==> config.mk <==
export PLATFORM = sky130hd
export DESIGN_NAME = uart_tx_buffered
export DESIGN_NICKNAME = d
export VERILOG_FILES = /design/src/rtl/uart_pkg.sv /design/src/rtl/uart_sync_fifo.sv /design/src/rtl/uart_tx_buffered.sv
export SDC_FILE = /design/constraint.sdc
export NUM_CORES = 1
export LEC_CHECK = 0
export CAP_MARGIN = 0
export CORE_ASPECT_RATIO = 0.7
export CORE_MARGIN = 5
export CORE_UTILIZATION = 50
export CTS_CLUSTER_SIZE = 12
export DETAILED_ROUTE_END_ITERATION = 8
export DONT_BUFFER_PORTS = 1
export PLACE_DENSITY = 0.8
export RECOVER_POWER = 100
export SYNTH_ARGS = -nofsm -noshare
export SYNTH_HDL_FRONTEND = slang
export SYNTH_SLANG_ARGS = --single-unit
==> constraint.sdc <==
create_clock -name clk -period 2.3 [get_ports clk]
set_input_delay 0.46 -clock clk [delete_from_list [all_inputs] [get_ports clk]]
set_output_delay 0.46 -clock clk [all_outputs]
set_load 0.005 [all_outputs]
Figure 1. Local utilization.
Scale: 3 px per um. The die is cut into 12 by 9 equal tiles; dark blue is low, red is high, 0 to 100% covered.
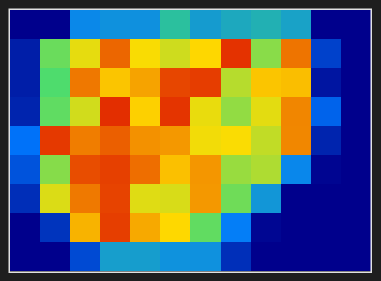
tiles over 75% full	31%
emptiest ninth of the die	bottom right
densest ninth of the die	middle
nearly empty tiles	22%
fullest tile	95%
post-layout util: 0.5921
CORE AREA: 8373 um2
fp_density: 0.5075

Figure 2. Placed standard cells.
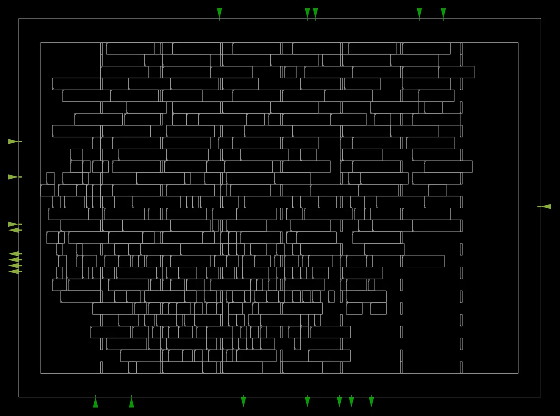
Well Taps: 105
Layout fillers: 603
Seq cells: 98
sequential cell area share: 0.5596
Post-Layout Cell Count: 423

Figure 3. Drive-strength map.
Scale: 3 px per um.
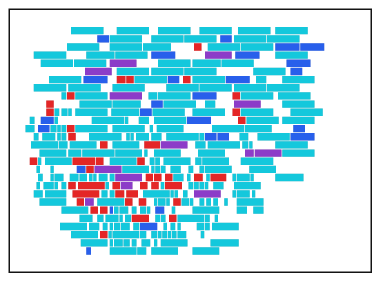
colour	size	cells
cyan	drive 1 or less	237
red	drive 3 to 4	42
purple	drive 6 and up	13
blue	drive 2	26
cell area after layout: 4957 um2
Non-CTS buffers: 36
PnR worst setup slack: 0.06605 ns

Figure 4. Port wiring.
Scale: 3 px per um.
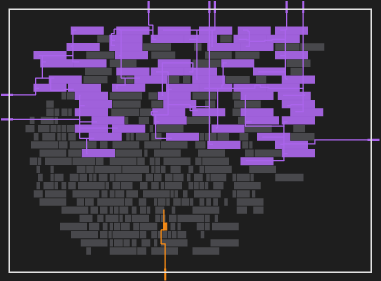
colour	port	bits	direction	end cells	buffers	wire
orange	`o_busy`	1	output	1	0	23.2 um
purple	`i_data`	8	input	64	0	639 um
Port Buffers: 0
Ports: 21

Figure 5. Metal 1.
Scale: 4 px per um. Supply wires on this layer in grey. Cells faint in the background.
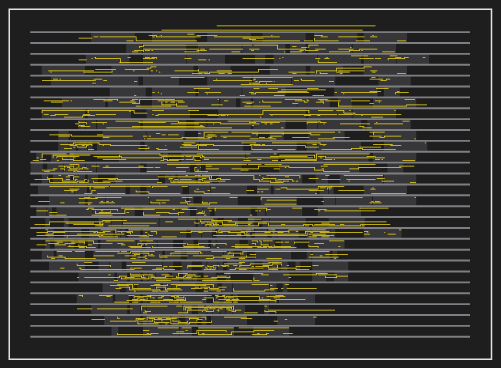
share of all routed wire	46%
main direction	horizontal
wire length on this layer	3870 um
detailed-route via count: 2379
GRT met1 Usage: 0.2353
Post-Route WL: 8.392 mm

==> results_dict.tcl <==
# yosys + openroad results
set metrics [dict create \
    status "finished, final reports clean" \
    first_global_vias 2455 \
    ctsLongestPathBuffers 2 \
    synth_flops 98 \
    die-area_um2 10470 \
    largest_reg_flops 64 \
    drc 0 \
    setup-tns-final_ns 0 \
    rrSetupSlack_ns 0.07 \
    layout_worst_path_cycle_share 0.9713 \
    wl_per_cell_um 19.84 \
    drt_iter0_markers 147 \
    synth_area_um2 4249 \
    vias_per_cell 5.624 \
    syn-num-nets 296 \
    clk_pin_slew_worst_paths_ns 0.07 \
    clock-skew-final_ns 0.007138 \
    vdd.ir_drop.worst_v 0.0006248 \
    crit_type "reg2reg" \
    cp_max_fo 3 \
    clkLatencyLatePin_ns 0.34 \
    yosys_warnings 0 \
    fmax_ghz 0.4476 \
    hold_class "in2reg" \
    power_mw 4.411 \
    netlist_instances 275 \
    grt_pass1_wl_mm 13.43 \
    clock_sinks 98 \
    cellLeakagePower_nw 1.853 \
    fp.dieH_um 87.13 \
    endpoint_kind "flop" \
    slew_headroom 0.3679 \
    required_ns 2.52 \
    synthToLayoutAreaGrowth_pct 16.67 \
    common_cells "edfxtp_1 (64), dfrtp_1 (33), nand2_1 (19)" \
    maxCapViolations 0 \
    edf_count 64 \
    tightestPinTransition_ns 0.9447 \
    htreeDepth 3 \
    fin_nets 334 \
    synth.avg_cell_area_um2 15.45 \
    worstHoldPathCells 0 \
    rows 28 \
    dpl.hpwl_mm 5.585 \
    top_area_frac 0.4523 \
    antenna_left 0 \
    startpoint_type "flop" \
    layout-drive-gt1-share 0.2547 \
    cts_root_buffer "clkbuf_16" \
    cp.arrival_ns 2.45 \
    grt_max_degree 35 \
    cts_buffers 9 \
    ys_seq_share 0.6528 \
    powerDensity_nw_per_um2 889.8 \
    place_inst 398 \
    ys.flop_type "edfxtp_1" \
    ys_async_sr_fraction 0.3469 \
    top_area_cell "edfxtp_1" \
    drt_first_pass_iters 4 \
    antenna_found_initial 0 \
    cts_tree "built" \
    overflow 0 \
    yosysChipArea_um2 4249 \
    ys_cells 275 \
    grtUsageTotal 0.1727 \
    drv_slew 0 \
    diodes 0 \
    hold_violations 0 \
    setup_viol 0 \
    min_period_ns 2.234 \
]
==> placed cells by master (no fill, tap or decap), drive strengths merged, types with 4 or more instances in the layout <==
master	count
xnor2	8
edfxtp	64
nor3	10
xor2	4
a21oi	11
buf	30
nand2b	4
nor2	13
mux2	12
and3	4
nand2	20
inv	15
clkbuf	14
o21ai	13
mux4	16
nand3	5
ha	9
mux2i	11
dfrtp	33
==> repair_timing <==
item,CTS,global route
hold endpoints to repair,34,0
resized,0,5
hold buffers,2,0
setup endpoints to repair,0,2
buffers inserted,0,7
==> final cells by class <==
| cell class | instances | area [um2] | share of cell area |
|---|---|---|---|
| clock inverters | 7 | 83.83 | 0.01691 |
| flip-flops and latches | 98 | 2774 | 0.5596 |
| repair buffers | 36 | 255.2 | 0.05149 |
| multi-input cells | 155 | 1434 | 0.2892 |
| clock buffers | 9 | 225.2 | 0.04543 |
| inverters | 13 | 53.80 | 0.01085 |
| well taps | 105 | 131.4 | 0.02650 |
==> where the power goes <==
part	internal [mW]	switching, mW
clock	0.862	0.667
combinational	0.282	0.349
sequential	2.12	0.128
==> layer usage <==
layer,track usage,wire length (um),vias up
met5,0,0,-
met4,0.04886,70,0
met3,0.04351,352,5
met2,0.2798,4102,48
met1,0.2353,3867,1220
li1,-,-,1106
==> logic make-up after synthesis <==
kind of cell | after synthesis | synth area share
flip-flops | 98 | 0.6528
AND-OR/OR-AND | 31 | 0.04211
multiplexers | 39 | 0.1496
AND/OR/NAND/NOR | 63 | 0.07715
adder cells (fa/ha/maj) | 10 | 0.03121
buffers and inverters | 22 | 0.02238
XOR/XNOR | 12 | 0.02473
==> worst max-delay path, stage by stage (launching register included) <==
cell	delay, ns
dfrtp_1	0.41
inv_2	0.07
ha_1	0.13
nand4b_1	0.17
o21ai_4	0.21
nand2_4	0.08
clkinv_4	0.06
ha_4	0.14
ha_4	0.19
a21o_1	0.16
a21oi_2	0.14
xnor2_1	0.13
nor2_1	0.07
xor2_1	0.16
==> metrics by stage <==
step | utilization | hold WS (ns) | cell area (um2) | worst slack, ns
floorplan | - | 0.1644 | 4278 | -0.03833
finish | 0.5921 | 0.2136 | 4957 | 0.06605
detailed placement | 0.5460 | 0.1652 | 4572 | 0.02346
global route | 0.5921 | 0.1917 | 4957 | -0.02995
CTS | 0.5865 | 0.1999 | 4911 | 0.01320
global placement | 0.5460 | 0.1652 | 4572 | 0.1120
Power is estimated from default activity; no workload was simulated.
